<file path="config.mk">
export PLATFORM = sky130hd
export DESIGN_NAME = uart_rx_ctrl
export DESIGN_NICKNAME = d
export VERILOG_FILES = /design/src/rtl/uart_rx_ctrl.sv
export SDC_FILE = /design/constraint.sdc
export NUM_CORES = 1
export LEC_CHECK = 0
export CAP_MARGIN = 30
export CORE_MARGIN = 2
export CORE_UTILIZATION = 50
export CTS_CLUSTER_SIZE = 20
export DETAILED_ROUTE_END_ITERATION = 7
export PLACE_DENSITY = 0.8
export SLEW_MARGIN = 0
export SYNTH_ARGS = -nofsm -noshare
export SYNTH_HDL_FRONTEND = slang
export SYNTH_SLANG_ARGS = --single-unit
</file>
<file path="constraint.sdc">
create_clock -name clk_based_on_prescale -period 4.26 [get_ports clk_based_on_prescale]
set_input_delay 0.852 -clock clk_based_on_prescale [delete_from_list [all_inputs] [get_ports clk_based_on_prescale]]
set_output_delay 0.852 -clock clk_based_on_prescale [all_outputs]
set_load 0.02 [all_outputs]
</file>
<file path="src/rtl/uart_rx_ctrl.sv">
// UART receive frame sequencer: start detection, per-bit edge/bit counting,
// start/parity/stop checking and one-cycle status pulses.
module uart_rx_ctrl #(
  parameter int PRESCALE_W = 6,
  parameter int DATA_BITS  = 8
) (
  input  logic                  clk_based_on_prescale,
  input  logic                  rst_n,
  input  logic                  RX_IN,
  input  logic [PRESCALE_W-1:0] Prescale,
  input  logic                  PAR_EN,
  input  logic                  PAR_TYP,
  input  logic                  sampled_data,
  input  logic                  sampled_data_valid,
  input  logic [DATA_BITS-1:0]  parallel_data,
  output logic [PRESCALE_W-1:0] edge_cnt,
  output logic                  data_samp_en,
  output logic                  Deserializer_enable,
  output logic [DATA_BITS-1:0]  data_out,
  output logic                  data_valid,
  output logic                  par_err,
  output logic                  stp_err,
  output logic                  strt_glitch,
  output logic                  frm_err
);

  localparam int BIT_W = (DATA_BITS > 1) ? $clog2(DATA_BITS) : 1;
  localparam logic [BIT_W-1:0] LAST_BIT = BIT_W'(DATA_BITS - 1);

  typedef enum logic [2:0] {
    S_IDLE,
    S_START,
    S_DATA,
    S_PARITY,
    S_STOP
  } state_t;

  state_t                state_q, state_d;
  logic [PRESCALE_W-1:0] edge_d;
  logic [PRESCALE_W-1:0] presc_q, presc_d;
  logic [BIT_W-1:0]      bit_q, bit_d;
  logic                  sample_q, sample_d;
  logic                  seen_q, seen_d;
  logic                  par_flag_q, par_flag_d;
  logic [DATA_BITS-1:0]  data_d;
  logic                  dv_d, par_err_d, stp_err_d, glitch_d, frm_d;
  logic                  boundary, cur_sample, cur_seen;

  assign boundary   = (state_q != S_IDLE) && (edge_cnt == presc_q - PRESCALE_W'(1));
  // A strobe landing on the boundary cycle decides that bit directly.
  assign cur_sample = sampled_data_valid ? sampled_data : sample_q;
  assign cur_seen   = seen_q | sampled_data_valid;

  assign data_samp_en        = (state_q != S_IDLE);
  assign Deserializer_enable = (state_q == S_DATA);

  always_comb begin
    state_d    = state_q;
    edge_d     = edge_cnt;
    presc_d    = presc_q;
    bit_d      = bit_q;
    sample_d   = sample_q;
    seen_d     = seen_q;
    par_flag_d = par_flag_q;
    data_d     = data_out;
    dv_d       = 1'b0;
    par_err_d  = 1'b0;
    stp_err_d  = 1'b0;
    glitch_d   = 1'b0;
    frm_d      = 1'b0;

    if (state_q == S_IDLE) begin
      edge_d     = '0;
      seen_d     = 1'b0;
      par_flag_d = 1'b0;
      if (!RX_IN) begin
        state_d = S_START;
        presc_d = Prescale;
      end
    end else begin
      edge_d = boundary ? '0 : edge_cnt + PRESCALE_W'(1);
      if (sampled_data_valid) begin
        sample_d = sampled_data;
        seen_d   = 1'b1;
      end
      if (boundary) begin
        seen_d = 1'b0;
        if (!cur_seen) begin
          frm_d      = 1'b1;
          state_d    = S_IDLE;
          bit_d      = '0;
          par_flag_d = 1'b0;
        end else begin
          case (state_q)
            S_START: begin
              if (cur_sample) begin
                glitch_d = 1'b1;
                state_d  = S_IDLE;
              end else begin
                state_d = S_DATA;
                bit_d   = '0;
              end
            end
            S_DATA: begin
              if (bit_q == LAST_BIT) begin
                bit_d   = '0;
                state_d = PAR_EN ? S_PARITY : S_STOP;
              end else begin
                bit_d = bit_q + BIT_W'(1);
              end
            end
            S_PARITY: begin
              if (cur_sample != ((^parallel_data) ^ PAR_TYP)) par_flag_d = 1'b1;
              state_d = S_STOP;
            end
            S_STOP: begin
              stp_err_d  = ~cur_sample;
              par_err_d  = par_flag_q;
              if (cur_sample && !par_flag_q) begin
                dv_d   = 1'b1;
                data_d = parallel_data;
              end
              par_flag_d = 1'b0;
              // A low line on the stop boundary is the next frame's start edge.
              if (!RX_IN) begin
                state_d = S_START;
                presc_d = Prescale;
              end else begin
                state_d = S_IDLE;
              end
            end
            default: state_d = S_IDLE;
          endcase
        end
      end
    end
  end

  always_ff @(posedge clk_based_on_prescale or negedge rst_n) begin
    if (!rst_n) begin
      state_q     <= S_IDLE;
      edge_cnt    <= '0;
      presc_q     <= '0;
      bit_q       <= '0;
      sample_q    <= 1'b0;
      seen_q      <= 1'b0;
      par_flag_q  <= 1'b0;
      data_out    <= '0;
      data_valid  <= 1'b0;
      par_err     <= 1'b0;
      stp_err     <= 1'b0;
      strt_glitch <= 1'b0;
      frm_err     <= 1'b0;
    end else begin
      state_q     <= state_d;
      edge_cnt    <= edge_d;
      presc_q     <= presc_d;
      bit_q       <= bit_d;
      sample_q    <= sample_d;
      seen_q      <= seen_d;
      par_flag_q  <= par_flag_d;
      data_out    <= data_d;
      data_valid  <= dv_d;
      par_err     <= par_err_d;
      stp_err     <= stp_err_d;
      strt_glitch <= glitch_d;
      frm_err     <= frm_d;
    end
  end

endmodule

</file>
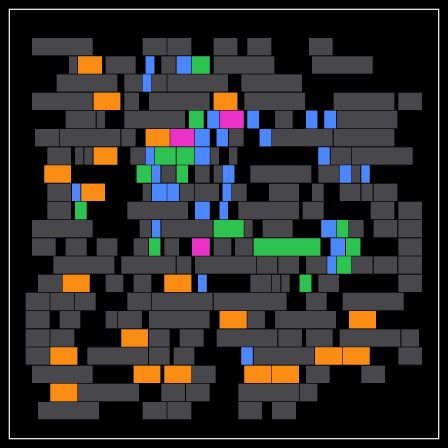
Figure 1: run 1, gate-type map.
legend:
  mux cells:
    colour: orange
    cells: 20
    most_used: mux2_2
    where: all over the die
  aoi and oai cells:
    colour: green
    cells: 14
  nor cells:
    colour: blue
    cells: 29
  non-inverting ao/oa cells:
    colour: magenta
    cells: 3
Comb/total area: 0.388
Top cell excl fill/tap: clkdlybuf4s50_1
fin cells: 253

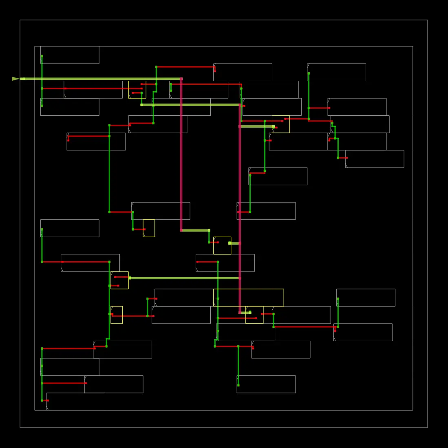
Figure 2: run 1, clock routing.
Clock Skew: 0.0106 ns
Num Clock Sinks: 34

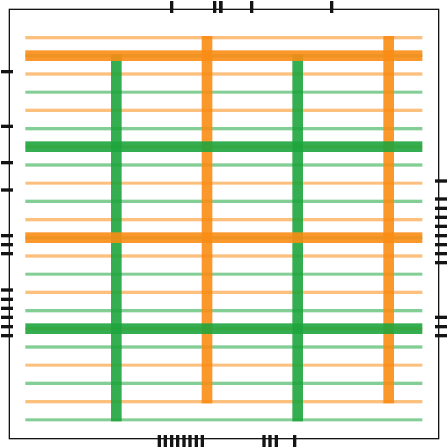
Figure 3: run 1, supply network.
Pins as bars on the die edge.
legend:
  VDD:
    colour: orange
  VSS:
    colour: green
met5 straps: 4
rows: 21
signal pins: 42
met1 rails: 22
core area: 0.00339 mm2
die height: 64.0 um

==> run 1: stage by stage <==
step / setup slack [ns] / hold slack [ns] / util
2_1_floorplan: 1.70 / 0.486 / -
3_3_place_gp: 1.30 / 0.487 / 0.668
3_5_place_dp: 1.23 / 0.497 / 0.668
4_1_cts: 0.824 / 0.524 / 0.691
5_1_grt: 0.611 / 0.544 / 0.691
6_report: 0.792 / 0.520 / 0.691
==> run 1: cell families (layout without fill, tap and decap cells) <==
group | after synthesis | after routing | synth area share
flops | 34 | 34 | 0.473
compound gates | 17 | 17 | 0.0786
fa+ha+maj | 4 | 4 | 0.0278
simple gates | 57 | 57 | 0.182
mux | 20 | 20 | 0.122
xor+xnor | 18 | 18 | 0.0953
buf+inv | 10 | 57 | 0.0216
==> run 1: worst max-delay path by stage <==
stage	end	startpoint	slack, ns	depth (start not counted)
6_report	data_samp_en	state_q[1]	0.79	3
5_1_grt	data_samp_en	state_q[1]	0.61	3
4_1_cts	data_samp_en	state_q[1]	0.82	3
3_5_place_dp	data_samp_en	state_q[1]	1.23	3
3_3_place_gp	data_samp_en	state_q[1]	1.30	3
2_1_floorplan	presc_q[0]	presc_q[0]	1.70	5
==> run 1: placed cells by master (no fill, tap or decap), types with 3 or more instances in the layout <==
master           synthesis  layout
a21oi_1                  3       3
a31oi_1                  3       3
and3_1                   5       5
clkbuf_4                 0       5
clkdlybuf4s50_1          0      41
dfrtp_1                 34      34
ha_1                     4       4
inv_1                    5       5
mux2_2                  15      15
mux2i_1                  5       5
nand2_1                  6       6
nand4_1                  3       3
nor2_1                  11      11
nor2b_1                  5       5
nor3_1                  11      11
or3_1                    3       3
xnor2_1                 14      14
xor2_1                   3       3
==> run 1: critical path: stages, from the launching register on <==
cell and delay [ns]:
dfrtp_1 0.52, nor3_1 0.66, clkinv_1 0.45, clkdlybuf4s50_1 0.64
==> run 1: flip-flops by register name, indices dropped and copies added, names as in the netlist <==
register	cells
bit_q	3
data_valid	1
state_q	3
strt_glitch	1
stp_err	1
seen_q	1
par_err	1
sample_q	1
presc_q	6
frm_err	1
par_flag_q	1
edge_cnt	6
data_out	8
==> run 1: cell type report <==
class / instances / area (um2) / area share
clock inverter: 3 / 40.0 / 0.0171
inverter: 6 / 22.5 / 0.00962
multi-input combinational: 116 / 908 / 0.388
clock buffer: 5 / 37.5 / 0.0160
sequential: 34 / 851 / 0.363
tap: 46 / 57.6 / 0.0246
timing repair buffer: 43 / 425 / 0.182
==> run 1: layer usage <==
layer / GRT usage / wire length (um) / vias to the layer above
met5: 0 / 0 / -
met4: 0.0978 / 110 / 0
met3: 0.0651 / 249 / 13
met2: 0.368 / 1980 / 64
met1: 0.242 / 1510 / 694
li1: - / - / 670
==> run 1: power groups by stage <==
| stage | clock, mW | sequential [mW] | combinational (mW) |
|---|---|---|---|
| floorplan | 0 | 0.569 | 0.528 |
| global placement | 0 | 0.565 | 0.760 |
| detailed placement | 0 | 0.574 | 0.784 |
| CTS | 0.237 | 0.569 | 0.791 |
| global route | 0.253 | 0.589 | 0.865 |
| finish | 0.231 | 0.570 | 0.787 |
==> reports/qor.yml, run 1 <==
cells_and_area:
  fillers: 251
  finalNetCount: 231
  drive_above_1_share: 0.140
  syn_to_final_growth_pct: 30.3
  n_antenna_cell: 0
synthesis:
  syn_area_mm2: 0.00180
  ys_area_mm2: 0.00180
  syn_area_per_cell_um2: 11.2
  edf_count: 0
  top_cells_by_count: "34 x dfrtp_1, 15 x mux2_2, 14 x xnor2_1, 11 x nor2_1, 11 x nor3_1"
  synth-warning-count: 0
  fp_nets: 185
  most_common_cell: "dfrtp_1"
  top_cell_area_share: 0.473
  postSynthSeqShare: 0.473
  numSynthFlops: 34
  async_flop_share: 1.00
  synth_stat.cells: 160
  synth_top_cell_by_area: "dfrtp_1"
  postSynthCellCount: 160
grt:
  grtUsageTotal: 0.214
  grt_first_pass_wirelength_mm: 6.69
  grt_max_degree: 35
  grt_overflow: 0
setup_path:
  worstPathRequired_ns: 3.41
  worst-path-max-fanout: 12
  r2r_start: "presc_q[0]"
  worstSetupPathType: "reg2out"
  crit_arrival_ns: 2.62
  start_kind: "flip-flop"
  reg2reg_depth: 5
  r2r_end: "data_out[5]"
  r2r_setup_slack_ns: 1.46
sta:
  finalCritPeriodShare: 0.814
  max_slew_margin: 0.505
  finalSetupViolCount: 0
  fin_crit_ns: 3.47
  worstMarginPinSlew_ns: 0.737
  drv_slew: 0
  finalSetupTns_ns: 0
  rsz0062_at_grt: "false"
  hold_violations: 0
  max_clock_freq_ghz: 0.288
clocking:
  htree_levels: 2
  clock_latency_ns: 0.34
  clkTransAtPathRegs_ns: 0.11
  cts_buffer_depth: 2
  cts_tree: "yes"
  numCtsBuffers: 5
  cts_resized: 0
hold_path:
  whs_endpoint: "data_out[4]"
  hp-start: "data_out[4]"
  hold_depth: 1
  hp-class: "reg2reg"
flow_run:
  tool_warnings: 26
drt:
  final_antenna_net_count: 0
  first_pass_iters: 4
  wl_per_cell_um: 15.2
  drtIter0Drc: 79
  vias_per_cell: 5.70
  drc_errors: 0
  finalWirelength_mm: 3.85
die:
  ioPinCount: 42
  die_w_um: 64.0
  initCoreUtil: 0.530
  num_rows: 21
pwr:
  p_comb_frac: 0.496
  p_per_area_mw_per_mm2: 678
  internal-power_uw: 937
  swShare: 0.410
  pwr-share-seq: 0.359
  finalPower_mw: 1.59
placement:
  gp_congestion: 0.907
  dpl.hpwl_mm: 2.84
  placed_area_mm2: 0.00226
  dp.cells: 245
outcome:
  outcome: "finished clean"
==> run 2, diff against run 1 <==
--- a/config.mk
+++ b/config.mk
@@ -7,10 +7,10 @@
 export LEC_CHECK = 0
 export CAP_MARGIN = 30
 export CORE_MARGIN = 2
-export CORE_UTILIZATION = 50
+export CORE_UTILIZATION = 49
 export CTS_CLUSTER_SIZE = 20
 export DETAILED_ROUTE_END_ITERATION = 7
-export PLACE_DENSITY = 0.8
+export PLACE_DENSITY = 0.79
 export SLEW_MARGIN = 0
 export SYNTH_ARGS = -nofsm -noshare
 export SYNTH_HDL_FRONTEND = slang
==> constraint.sdc (replaced) <==
create_clock -name clk_based_on_prescale -period 3.49 [get_ports clk_based_on_prescale]
set_input_delay 0.698 -clock clk_based_on_prescale [delete_from_list [all_inputs] [get_ports clk_based_on_prescale]]
set_output_delay 0.698 -clock clk_based_on_prescale [all_outputs]
set_load 0.02 [all_outputs]
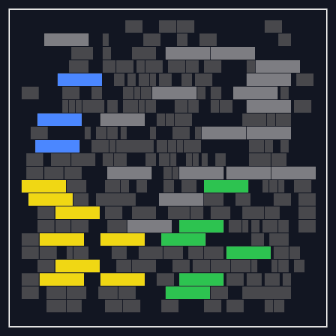
Figure 4: run 2, sequential cells coloured by netlist name.
Other sequential cells in the stronger grey, the rest of the logic in the fainter grey.
legend:
  data_out:
    colour: yellow
    placed_flops: 8
  presc_q:
    colour: green
    placed_flops: 6
    where: bottom middle
  bit_q:
    colour: blue
    placed_flops: 3
not coloured: 17

==> run 2 against run 1 <==
Sequential cell count is the same. Clock-buffer cell count grew 2. Area after synthesis is the same. Clock power grew about 30%. Core utilization shrank 3.1 points. Cell area grew 1.7%. Register-to-register slack lost 0.61 ns. Critical path depth grew 1. Setup slack lost 0.058 ns. Wire length grew 4.4%. Die area grew 1.9%. Hold slack lost 0.013 ns. Largest cell class unchanged.
==> reports/qor.yml, run 2 <==
clocking:
  clkTransAtPathRegs_ns: 0.07  # -0.04 ns
  numCtsBuffers: 5  # unchanged
  cts_resized: 0  # unchanged
  cts_buffer_depth: 2  # unchanged
setup_path:
  worst-path-max-fanout: 12  # unchanged
  start_kind: "flip-flop"
  crit_path_start: "state_q[1]"
  worstSetupPathType: "reg2out"
  worstPathRequired_ns: 2.79  # -0.62 ns
synthesis:
  top_cell_area_share: 0.473  # unchanged
  synth-compound-area-share: 0.0786  # unchanged
  synth-warning-count: 0  # unchanged
  most_common_cell: "dfrtp_1"
  ys_area_mm2: 0.00180  # unchanged
  synth_stat.cells: 160  # unchanged
  async_flop_share: 1.00  # unchanged
  post_synth_and_or_nand_nor_area_fraction: 0.182  # unchanged
  syn_area_per_cell_um2: 11.2  # unchanged
  synth-xor-area-share: 0.0953  # unchanged
  postSynthCellCount: 160  # unchanged
  ys_top_logic_family: "simple AND/OR/NAND/NOR gates"
  synth_top_cell_by_area: "dfrtp_1"
  syn_area_mm2: 0.00180  # unchanged
die:
  core_area_mm2: 0.00361  # +6.4%
  die_w_um: 64.6  # +0.95%
  num_rows: 22  # +4.8%
  initCoreUtil: 0.499  # -0.0318
cells_and_area:
  top_regs: "data_out x8, edge_cnt x6, presc_q x6"
  syn_to_final_growth_pct: 32.4
  regMostFlops: "data_out"
  finalNetCount: 234  # +1.3%
  largest_register_ff_count: 8  # unchanged
  drive_above_1_share: 0.148  # +0.00752
  final_common_cell: "clkdlybuf4s50_1"
  lay_top_cells: "41 x clkdlybuf4s50_1, 34 x dfrtp_1, 15 x mux2_2, 14 x xnor2_1"
sta:
  rsz0062_at_grt: "false"
  worstMarginPinSlew_ns: 0.572  # -0.165 ns
  drv_slew: 0  # unchanged
outcome:
  outcome: "finished clean"
drt:
  drc_errors: 0  # unchanged
  final_antenna_net_count: 0  # unchanged
  drtIter0Drc: 58  # -27%
  finalWirelength_mm: 4.02  # +4.4%
grt:
  grt_max_degree: 35  # unchanged
  grtUsageTotal: 0.218  # +0.00401
  grt_overflow: 0  # unchanged
hold_path:
  hp-start: "data_out[4]"
placement:
  gp_congestion: 0.898  # -0.89%
  dpl.hpwl_mm: 3.07  # +8.0%
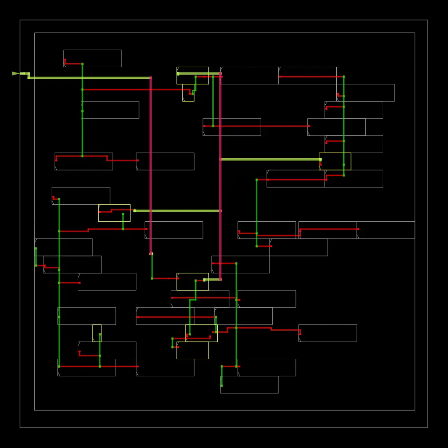
Figure 5: run 2, clock routing.
Clock Power: 300 uW
Clock Skew: 0.00308 ns
clk_buf instances: 7

-- run 2: cells by family (layout without fill, tap and decap cells) --
group                      count (synthesis)  after routing
AOI/OAI and AO/OA                         17             17
xor gates and xnor gates                  18             18
adders and majority gates                  4              4
buffers and inverters                     10             60
DFF                                       34             34
muxes                                     20             20
and+or+nand+nor                           57             57
-- run 2: cell type report --
class	count	area (um2)	share of cell area
multi-input combinational	116	908	0.382
sequential	34	851	0.357
timing repair buffer	46	448	0.188
clock buffer	7	86.3	0.0363
tap	48	60.1	0.0252
inverter	6	22.5	0.00946
clock inverter	1	5.00	0.00210
-- run 2: worst max-delay path, stage by stage, from the launching register on --
cell and delay (ns):
dfrtp_1 0.52, nor3_1 0.22, buf_4 0.18, clkinv_1 0.23, clkdlybuf4s50_1 0.61
-- run 2: power breakdown --
group | total, mW | internal (mW) | switching, mW
clock | 0.300 | 0.159 | 0.141
sequential | 0.698 | 0.527 | 0.172
combinational | 0.994 | 0.486 | 0.508
-- run 2: per-stage QoR --
stage               utilization  area (um2)  worst slack (ns)  hold WS [ns]  instances
finish                    0.660        2380             0.733         0.507        258
global route              0.660        2380             0.587         0.530        258
CTS                       0.660        2380             0.732         0.513        258
detailed placement        0.635        2290             0.762         0.497        250
global placement          0.635        2290             0.843         0.493        250
floorplan                     -        1800             0.931         0.402        160
-- run 2: final timing paths --
path / end / slack (ns) / cells past startpoint
min: data_out[4] / 0.51 / 1
min reg2reg: data_out[4] / 0.51 / 1
min in group asynchronous: state_q[2] / 0.81 / 2
max: data_samp_en / 0.73 / 4
max reg2reg: state_q[2] / 0.85 / 6
max in group asynchronous: bit_q[1] / 2.37 / 2
-- run 2: routing by layer --
layer  GRT usage  up-vias  wire length [um]
li1            -      677                 -
met1       0.251      691              1670
met2       0.379       34              2100
met3      0.0608        8               178
met4      0.0957        0                74
met5           0        -                 0
==> run 3, diff against run 2 <==
--- a/config.mk
+++ b/config.mk
@@ -7,10 +7,10 @@
 export LEC_CHECK = 0
 export CAP_MARGIN = 30
 export CORE_MARGIN = 2
-export CORE_UTILIZATION = 49
+export CORE_UTILIZATION = 45
 export CTS_CLUSTER_SIZE = 20
 export DETAILED_ROUTE_END_ITERATION = 7
-export PLACE_DENSITY = 0.79
+export PLACE_DENSITY = 0.76
 export SLEW_MARGIN = 0
 export SYNTH_ARGS = -nofsm -noshare
 export SYNTH_HDL_FRONTEND = slang
==> constraint.sdc (replaced) <==
create_clock -name clk_based_on_prescale -period 2.4 [get_ports clk_based_on_prescale]
set_input_delay 0.48 -clock clk_based_on_prescale [delete_from_list [all_inputs] [get_ports clk_based_on_prescale]]
set_output_delay 0.48 -clock clk_based_on_prescale [all_outputs]
set_load 0.02 [all_outputs]
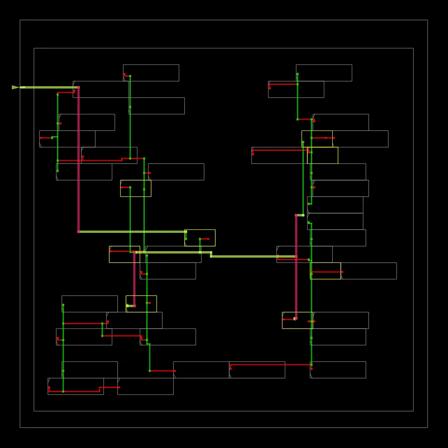
Figure 6: run 3, clock routing.
Clock Power: 480 uW
Num CTS Buffers: 5
FFs & Latches: 34
clk latency late pin: 0.28 ns

==> run 3 against run 2 <==
The run now ends with negative setup slack left. Total power is 55% higher. Setup slack worse by 0.74 ns. Wire length is 1.6% lower. Cell count is 3.5% higher. Critical path type is now reg2reg. Core utilization is 0.78 points higher. Critical path depth is 2 higher. Sequential share of layout area is 1.7 points lower. Sequential cell count stayed put. Cell area is 5.0% higher. Register-to-register slack worse by 0.86 ns. Highest routed layer unchanged. Hold slack better by 0.0094 ns.
==> reports/qor.yml, run 3 <==
sta:
  holdWs_ns: 0.516  # +0.00940 ns
  worst_slack_ns: -0.0104  # -0.744 ns
  rsz0062_at_grt: "true"
  finalSetupViolCount: 1
  worstMarginPinSlew_ns: 0.562  # -0.0100 ns
placement:
  placed_area_mm2: 0.00235  # +2.6%
  dpl.hpwl_mm: 2.98  # -2.8%
  dp.cells: 258  # +3.2%
  gp_congestion: 0.842  # -6.3%
clocking:
  clkTransAtPathRegs_ns: 0.06  # about the same
hold_path:
  hold_depth: 1  # unchanged
pwr:
  swShare: 0.395  # -0.0164
  pwr-share-seq: 0.325  # -0.026
  p_comb_frac: 0.520  # +0.021
  p_switching_mw: 1.22  # +48%
  clockPowerShare: 0.156  # +0.006
cells_and_area:
  drive_above_1_share: 0.210  # +0.0624
  lay_top_cells: "41 x clkdlybuf4s50_1, 34 x dfrtp_1, 14 x xnor2_1, 14 x mux2_2, 13 x buf_4"
  syn_to_final_growth_pct: 39.1
  finalNetCount: 243  # +3.8%
  regMostFlops: "data_out"
setup_path:
  reg2reg_depth: 6  # unchanged
  worstSetupPathType: "reg2reg"
  crit_path_cell_trace: "or4_4 > or3_4 > a2111oi_4 > buf_6 > nand4_4 > mux2_4"
  slowest_stage: "or4_4"
  worst-path-max-fanout: 8  # -4
  critical_path.max_stage_delay_ns: 0.54  # -0.07 ns
  start_kind: "flip-flop"
drt:
  finalWirelength_mm: 3.96  # -1.6%
  final_antenna_net_count: 0  # unchanged
  drc_errors: 0  # unchanged
die:
  initCoreUtil: 0.480  # -0.0183
  die_w_um: 67.2  # +4.1%
synthesis:
  most_common_cell: "dfrtp_1"
  synth_top_cell_by_area: "dfrtp_1"
  syn_area_mm2: 0.00180  # unchanged
  ys_area_mm2: 0.00180  # unchanged
  top_cell_area_share: 0.473  # unchanged
  syn_area_per_cell_um2: 11.2  # unchanged
outcome:
  outcome: "complete, but fails checks"
  violations: "negative setup slack"
grt:
  grtUsageTotal: 0.205  # -0.0128
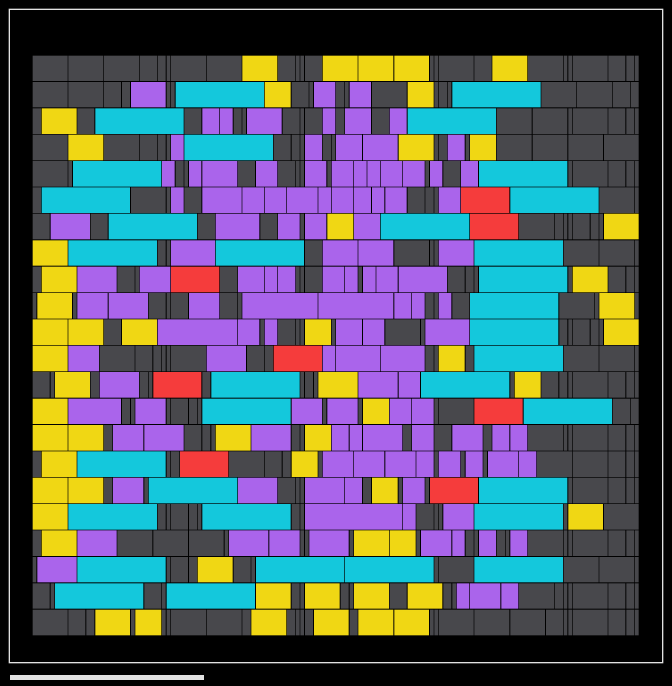
Figure 7: run 3, placement by cell class.
Bar = 20 um. Fill, decap, tap and diode cells in grey.
legend:
  combinational and other logic:
    colour: purple
    cells: 122
  clock drivers and dummy loads:
    colour: red
    cells: 8
  sequential cells:
    colour: cyan
    cells: 34
  remaining buffers and delay cells:
    colour: yellow
    cells: 55
core area: 0.00374 mm2
cell row count: 22
Final Cell Area: 0.00250 mm2
sequential share of cell area: 0.340
Final Core Density: 0.668

[run 3: cell counts after synthesis]
No cell type changed its count.
[run 3: repair_timing]
item | CTS | global route
pin swaps | 1 | 1
setup buffers | 1 | 0
resized | 3 | 5
setup endpoints to repair | 20 | 24
endpoints found under the hold margin | 0 | 0
[run 3: metal layers]
| metal | wire (um) | vias to the layer above | track usage |
|---|---|---|---|
| met5 | 0 | - | 0 |
| met4 | 63 | 0 | 0.105 |
| met3 | 177 | 9 | 0.0433 |
| met2 | 2090 | 43 | 0.345 |
| met1 | 1630 | 688 | 0.248 |
| li1 | - | 689 | - |
[run 3: metrics by stage]
stage	power (mW)	utilization
floorplan	1.95	-
global placement	2.47	0.628
detailed placement	2.53	0.628
CTS	3.06	0.663
global route	3.31	0.668
finish	3.08	0.668
[run 3: path summary, 6_finish.rpt]
path                              from     endpoint  slack [ns]
setup reg to reg            presc_q[0]  data_out[0]       -0.01
setup / recovery            presc_q[0]  data_out[0]       -0.01
min in group asynchronous        rst_n  data_out[6]        0.59
hold / removal             data_out[3]  data_out[3]        0.52
hold reg to reg            data_out[3]  data_out[3]        0.52
max in group asynchronous        rst_n      frm_err        1.51
[run 3: logic make-up (layout without fill, tap and decap cells)]
family / after synthesis / count (layout) / share of synthesized area
buffers and inverters: 10 / 69 / 0.0216
XOR/XNOR: 18 / 18 / 0.0953
multiplexers: 20 / 20 / 0.122
adder cells (fa/ha/maj): 4 / 4 / 0.0278
AND-OR/OR-AND: 17 / 17 / 0.0786
AND/OR/NAND/NOR: 57 / 57 / 0.182
flip-flops: 34 / 34 / 0.473
[run 3: power by group through the flow]
stage	clock network (mW)	registers [mW]	logic, mW
2_1_floorplan	0	1.01	0.941
4_1_cts	0.490	0.993	1.58
5_1_grt	0.524	1.03	1.76
6_report	0.480	1.00	1.60
3_3_place_gp	0	0.989	1.48
3_5_place_dp	0	0.994	1.54
[run 3: cell type report]
type	count	area (um2)
Fill cell	289	1240
Multi-Input combinational cell	116	938
Sequential cell	34	851
Timing Repair Buffer	55	519
Clock buffer	8	110
Tap cell	48	60.1
Inverter	6	22.5
Power and IR drop assume default switching activity.
